**Run 1: cells by drive strength**

Scale: 6 px per µm.
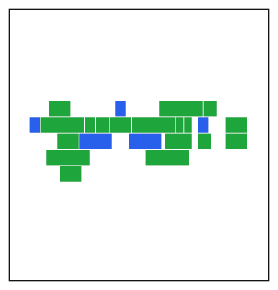
**Run 1: met2 routing**

Scale: 12 px per µm.
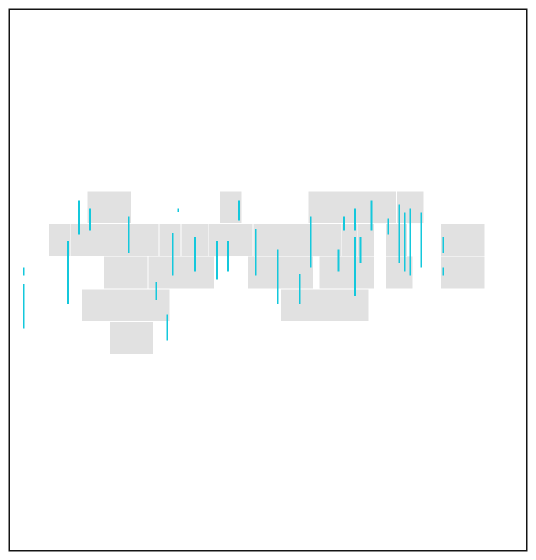
**Run 1: PDN straps and rails**

Scale: 12 px per µm. Pins as bars on the die edge.
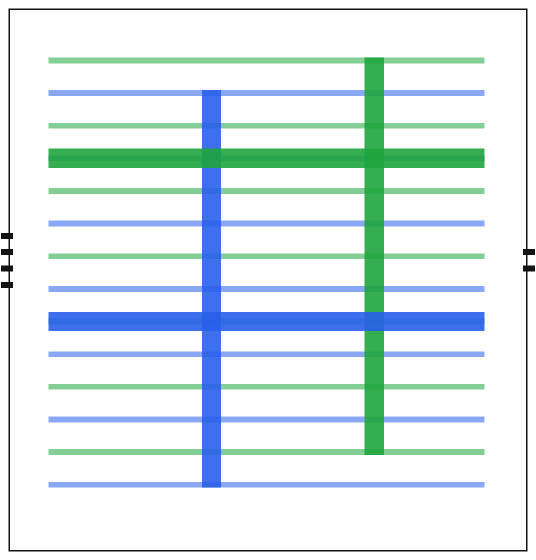
File: src/rtl/vending_machine_pkg.sv
// Shared types and constants for the vending machine: state encoding,
// coin encodings, product price and a coin-to-units helper.
package vending_machine_pkg;

    // Credit held between coins; the encoding equals the credit in units
    typedef enum logic [1:0] {
        S0 = 2'd0,
        S1 = 2'd1,
        S2 = 2'd2
    } state_t;

    localparam logic [1:0] COIN_NONE = 2'b00;
    localparam logic [1:0] COIN_ONE  = 2'b01;
    localparam logic [1:0] COIN_TWO  = 2'b10;
    localparam logic [1:0] COIN_INV  = 2'b11;

    // Price in units; width covers the largest reachable credit (2 + 2)
    localparam logic [2:0] PRICE = 3'd3;

    // Units of credit carried by one coin code; the invalid code adds nothing
    function automatic logic [1:0] coin_units(input logic [1:0] coin);
        logic [1:0] units;
        case (coin)
            COIN_ONE:  units = 2'd1;
            COIN_TWO:  units = 2'd2;
            COIN_NONE: units = 2'd0;
            COIN_INV:  units = 2'd0;
            default:   units = 2'd0;
        endcase
        return units;
    endfunction

endpackage

File: src/rtl/vm_sale_counter.sv
// Saturating count of vends. Only instantiated when
// VENDING_MACHINE_SALE_CNT_EN is defined.
module vm_sale_counter #(
    parameter int CNT_W = 8
) (
    input  logic             clk,
    input  logic             rstn,
    input  logic             inc,
    output logic [CNT_W-1:0] cnt
);

    // Count one per vend, hold at all-ones; reset (active high) clears
    always_ff @(posedge clk) begin
        if (rstn) begin
            cnt <= '0;
        end else if (inc && (cnt != {CNT_W{1'b1}})) begin
            cnt <= cnt + 1'b1;
        end
    end

endmodule

File: src/rtl/vending_machine.sv
// Three-unit vending machine accepting one- and two-unit coins.
// pr pulses for one cycle on the edge that completes a purchase, ch
// pulses with it when four units were inserted.
// Optional feature: define VENDING_MACHINE_SALE_CNT_EN to add the
// saturating sale_cnt output (CNT_W bits).
// Note: rstn is an active-high synchronous reset despite its name.
module vending_machine
    import vending_machine_pkg::*;
#(
    parameter int CNT_W = 8
) (
    input  logic             clk,
    input  logic             rstn,
    input  logic [1:0]       coin,
    output logic             pr,
`ifdef VENDING_MACHINE_SALE_CNT_EN
    output logic             ch,
    output logic [CNT_W-1:0] sale_cnt
`else
    output logic             ch
`endif
);

    state_t     state_reg;
    state_t     state_next;
    logic [2:0] credit_sum;
    logic       vend_next;
    logic       change_next;

    // Add the incoming coin to the held credit and decide whether it completes a sale
    always_comb begin
        credit_sum  = {1'b0, state_reg} + {1'b0, coin_units(coin)};
        vend_next   = 1'b0;
        change_next = 1'b0;
        state_next  = state_reg;
        if (credit_sum >= PRICE) begin
            // Any completed sale leaves no credit behind
            vend_next   = 1'b1;
            change_next = (credit_sum == PRICE + 3'd1);
            state_next  = S0;
        end else begin
            state_next  = state_t'(credit_sum[1:0]);
        end
    end

    // State register with registered dispense/change pulses; reset wins over any coin
    always_ff @(posedge clk) begin
        if (rstn) begin
            state_reg <= S0;
            pr        <= 1'b0;
            ch        <= 1'b0;
        end else begin
            state_reg <= state_next;
            pr        <= vend_next;
            ch        <= change_next;
        end
    end

`ifdef VENDING_MACHINE_SALE_CNT_EN
    // The counter steps on the same edge that raises pr
    vm_sale_counter #(
        .CNT_W (CNT_W)
    ) u_sale_counter (
        .clk  (clk),
        .rstn (rstn),
        .inc  (vend_next),
        .cnt  (sale_cnt)
    );
`else
    // Keeps CNT_W referenced when the counter is compiled out
    logic [CNT_W-1:0] unused_cnt_w;
    assign unused_cnt_w = '0;
`endif

endmodule

File: config.mk
export PLATFORM = sky130hd
export DESIGN_NAME = vending_machine
export DESIGN_NICKNAME = d
export VERILOG_FILES = /design/src/rtl/vending_machine_pkg.sv /design/src/rtl/vm_sale_counter.sv /design/src/rtl/vending_machine.sv
export SDC_FILE = /design/constraint.sdc
export NUM_CORES = 1
export LEC_CHECK = 0
export CORE_AREA = 3 3 40 42
export CTS_BUF_LIST = sky130_fd_sc_hd__clkbuf_2
export CTS_CLUSTER_SIZE = 16
export DETAILED_ROUTE_END_ITERATION = 10
export DIE_AREA = 0 0 43 45
export PLACE_DENSITY = 0.4
export SYNTH_ARGS = -nofsm -noshare
export SYNTH_HDL_FRONTEND = slang
export SYNTH_SLANG_ARGS = --single-unit
File: constraint.sdc
create_clock -name clk -period 2.9 [get_ports clk]
set_input_delay 0.29 -clock clk [delete_from_list [all_inputs] [get_ports clk]]
set_output_delay 0.29 -clock clk [all_outputs]
set_load 0.02 [all_outputs]
==> results.sh, run 1 <==
# implementation run metrics
export IMPL_crit_family="adder cells"
export IMPL_final_cell_mix="clkdlybuf4s50_1, dfxtp_1, clkbuf_2"
export IMPL_crit_path_start_kind="input port"
export IMPL_regToRegEndpoint="pr$_SDFF_PP0_"
export IMPL_wirelength_um=310
export IMPL_yosys_stat_chipArea_um2=183.9
export IMPL_post_cts_buffers=0
export IMPL_synthTopLogicFamily="simple AND/OR/NAND/NOR gates"
export IMPL_firstDrtPassIters=2
export IMPL_die_area_um2=1935
export IMPL_irDropWorstVdd_mv=0.2250
export IMPL_path_max_fanout=4
export IMPL_place_gp_congestion=0.6367
export IMPL_maxCapViolCount=0
export IMPL_clkLatencyLatePin_ns=0.21
export IMPL_intPower_mw=0.1010
export IMPL_worst_path_buf_inv=2
export IMPL_finalSetupViolCount=0
export IMPL_tightest_slew_ns=0.2223
export IMPL_cp_arrival_ns=1.91
export IMPL_antenna_found_initial=0
export IMPL_floorplan_nets=21
export IMPL_antenna_left=0
export IMPL_p_sw_frac=0.2565
export IMPL_period_used=0.6131
export IMPL_clock_skew_final_ns=0.006937
export IMPL_slowest_stage="fa_1"
export IMPL_synth_area_um2=183.9
export IMPL_slew_headroom=0.8513
export IMPL_fp_dieW_um=43
export IMPL_hold_path_depth=2
export IMPL_topCellsByArea="dfxtp_1, nor4b_2, fa_1, ha_1, nand2b_1"
export IMPL_drc=0
export IMPL_reg2reg_depth=5
export IMPL_min_from="state_reg[0]$_SDFF_PP0_"
export IMPL_fmax_mhz=562.4
export IMPL_p_seq_frac=0.441
export IMPL_status="completed"
export IMPL_yosys_area_share_simple=0.3197
export IMPL_warning_count=26
export IMPL_die_h_um=45
export IMPL_syn_inst=15
-- 'cells by drive strength' (at the start) --
Key: blue = x2 [cells 5, share 22%, most used clkbuf_2]; green = x1 and smaller [cells 18, share 78%, most used clkdlybuf4s50_1]

-- 'met2 routing' (at the start) --
The layer carries 83.6 µm of wire. The layer holds 27% of the routed length. The wires run mostly vertical.
M2 GR Usage: 0.04790
Vias: 132

-- 'PDN straps and rails' (at the start) --
Key: blue = VSS; green = VDD
6 signal pins sit on the boundary. The core has 13 rows.

[run 1: final cells by class]
class,instances,area [µm²],share of cell area
flip-flops and latches,4,80.08,0.2991
inverters,2,7.507,0.02804
multi-input cells,9,96.34,0.3598
clock buffers,3,15.01,0.05607
well taps,15,18.77,0.07009
repair buffers,5,50.05,0.1869
[run 1: cells by family after synthesis]
logic type / Yosys count
adder cells (fa/ha/maj): 2
AND-OR/OR-AND: 1
flip-flops: 4
buffers and inverters: 2
AND/OR/NAND/NOR: 6
[run 1: worst min-delay path: cells and delay by family, from the launching register on]
kind                     cells  cell delay (ns)
adder cells (fa/ha/maj)      1             0.20
AND/OR/NAND/NOR              1             0.06
flip-flops                   1             0.31
[run 1: metal layers]
layer	share of wire	global-route usage	vias to the layer above	wire [µm]
met3	0.17	0.07570	0	52
met2	0.27	0.04790	8	83
met4	0	0.03614	0	0
li1	-	-	68	-
met1	0.56	0.05085	56	174
met5	0	0	-	0
[run 1: Yosys cell counts, drive strengths merged]
| library cell | number |
|---|---|
| inv | 2 |
| a21oi | 1 |
| ha | 1 |
| nor2b | 1 |
| dfxtp | 4 |
| nand2b | 2 |
| and4b | 1 |
| fa | 1 |
| nor4b | 2 |
[run 1: worst max path at each step]
stage                       start                      end  depth (start not counted)
after detailed placement  coin[0]  state_reg[1]$_SDFF_PP0_                          6
after floorplan           coin[0]            pr$_SDFF_PP0_                          6
final                     coin[0]            pr$_SDFF_PP0_                          7
after global placement    coin[0]            pr$_SDFF_PP0_                          7
after CTS                 coin[0]            pr$_SDFF_PP0_                          7
after global routing      coin[0]            pr$_SDFF_PP0_                          7
[run 1: through the flow]
stage | hold WS (ns) | setup WS (ns) | cell area, µm²
2_1_floorplan | 0.3591 | 1.498 | 183.9
3_3_place_gp | 0.6182 | 0.9525 | 252.7
3_5_place_dp | 0.6277 | 0.9508 | 252.7
4_1_cts | 0.6340 | 1.132 | 267.8
5_1_grt | 0.6810 | 1.057 | 267.8
6_report | 0.6250 | 1.122 | 267.8
[run 1: power by group through the flow]
stage	logic [mW]	registers (mW)	clock network, mW
after floorplan	0.0147	0.0622	0
after global placement	0.0252	0.0608	0
after detailed placement	0.0255	0.0609	0
after CTS	0.0260	0.0600	0.0534
after global routing	0.0287	0.0603	0.0600
final	0.0259	0.0599	0.0500
**Run 1: wiring heat map**

Scale: 8 px per µm. 9 x 9 tiles, from dark purple (low) to yellow (high), scaled to the fullest tile. Values are wire area over tile area, all layers added.
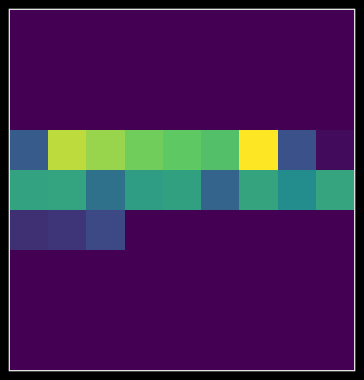

==> inputs of run 2 (changes only) <==
==> constraint.sdc (replaced) <==
create_clock -name clk -period 1.7 [get_ports clk]
set_input_delay 0.17 -clock clk [delete_from_list [all_inputs] [get_ports clk]]
set_output_delay 0.17 -clock clk [all_outputs]
set_load 0.02 [all_outputs]
**Run 2: wiring heat map**

Scale: 8 px per µm. 9 x 9 tiles, from dark purple (low) to yellow (high), scaled to the fullest tile. Values are wire area over tile area, all layers added.
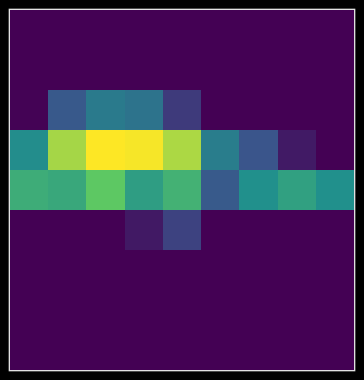
The mean over all tiles is 0.029. The fullest tile reaches 0.20. 72% of the tiles are nearly empty. 12% of the tiles are over half the peak.

**Run 2: PDN straps and rails**

Scale: 12 px per µm. Pins as bars on the die edge.
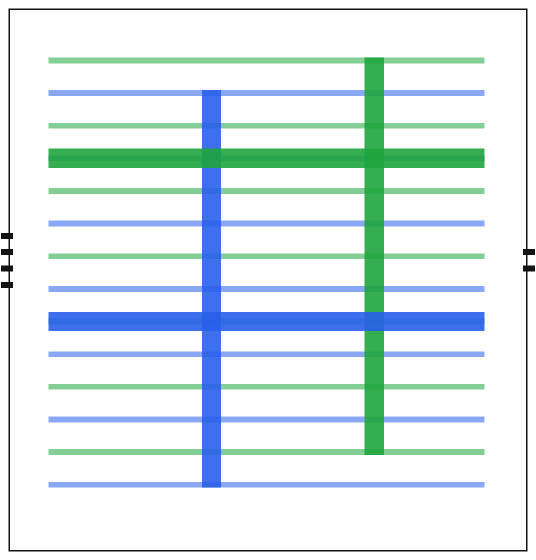
Key: blue = VSS; green = VDD
14 met1 rails follow the rows. 2 straps on met4.
core area: 1285 µm²
die span in x: 43 µm
peak supply drop: 0.2587 mV
Die Ht: 45 µm

==> results.sh, run 2 <==
# implementation run metrics
export IMPL_wirelength_um=316
export IMPL_holdWs_ns=0.6220
export IMPL_place_gp_congestion=0.6154
export IMPL_p_sw_frac=0.2537
export IMPL_antenna_left=0
export IMPL_period_used=0.9509
export IMPL_synthTopLogicFamily="simple AND/OR/NAND/NOR gates"
export IMPL_crit_family="adder cells"
export IMPL_status="completed"
export IMPL_tightest_slew_ns=0.2294
export IMPL_post_cts_buffers=0
export IMPL_netlist_top_cells_count="dfxtp_1, inv_1, nand2b_1, nor4b_2"
export IMPL_vias=135
export IMPL_flop_cell="dfxtp_1"
export IMPL_p_seq_frac=0.439
export IMPL_fmax_mhz=618.6
export IMPL_yosys_area_share_simple=0.3197
export IMPL_intPower_mw=0.1733
export IMPL_post_place_ws_ns=-0.1632
export IMPL_regToRegEndpoint="pr$_SDFF_PP0_"
export IMPL_drc=0
export IMPL_worst_path_buf_inv=2
export IMPL_yosys_stat_chipArea_um2=183.9
export IMPL_antenna_found_initial=0
==> run 2: cell counts after synthesis <==
Identical to the previous run, type by type.
==> run 2: layout make-up <==
class | instances | area [µm²] | share of cell area
Multi-Input combinational cell | 9 | 98.84 | 0.3657
Sequential cell | 4 | 80.08 | 0.2963
Timing Repair Buffer | 5 | 50.05 | 0.1852
Tap cell | 15 | 18.77 | 0.06944
Clock buffer | 3 | 15.01 | 0.05556
Inverter | 2 | 7.507 | 0.02778
==> run 2: power groups by stage <==
stage	Clock (mW)	Sequential [mW]	Combinational, mW
final	0.0849	0.102	0.0453
after global routing	0.0985	0.102	0.0508
after CTS	0.0924	0.102	0.0444
after detailed placement	0	0.104	0.0441
after global placement	0	0.104	0.0428
after floorplan	0	0.106	0.0251
==> run 2: per-stage QoR <==
step	setup TNS [ns]	utilization	power, mW	area [µm²]
after global routing	0	0.2103	0.2516	270.3
after global placement	-0.3832	0.1967	0.1465	252.7
after floorplan	0	-	0.1312	183.9
after detailed placement	-0.5496	0.1967	0.1477	252.7
final	0	0.2103	0.2322	270.3
after CTS	0	0.2084	0.2387	267.8
==> run 2: kinds of logic after synthesis <==
family | Yosys count
flops | 4
fa+ha+maj | 2
simple gates | 6
buf+inv | 2
compound gates | 1
==> run 2: routing by layer <==
metal  track usage  vias to the layer above  share of wire
li1              -                       69              -
met1       0.04612                       56           0.53
met2       0.05090                        8           0.30
met3       0.05976                        2           0.13
met4       0.05422                        0          0.032
met5             0                        -              0
==> run 2: how the worst max path moves through the flow <==
stage	startpoint	endpoint	slack (ns)	cells past startpoint
floorplan	state_reg[0]$_SDFF_PP0_	pr$_SDFF_PP0_	0.41	5
global placement	coin[0]	pr$_SDFF_PP0_	-0.13	7
detailed placement	coin[0]	pr$_SDFF_PP0_	-0.16	7
CTS	coin[0]	pr$_SDFF_PP0_	0.06	7
global route	coin[0]	pr$_SDFF_PP0_	0.03	7
finish	coin[0]	pr$_SDFF_PP0_	0.08	7
Power is estimated from default activity; no workload was simulated.
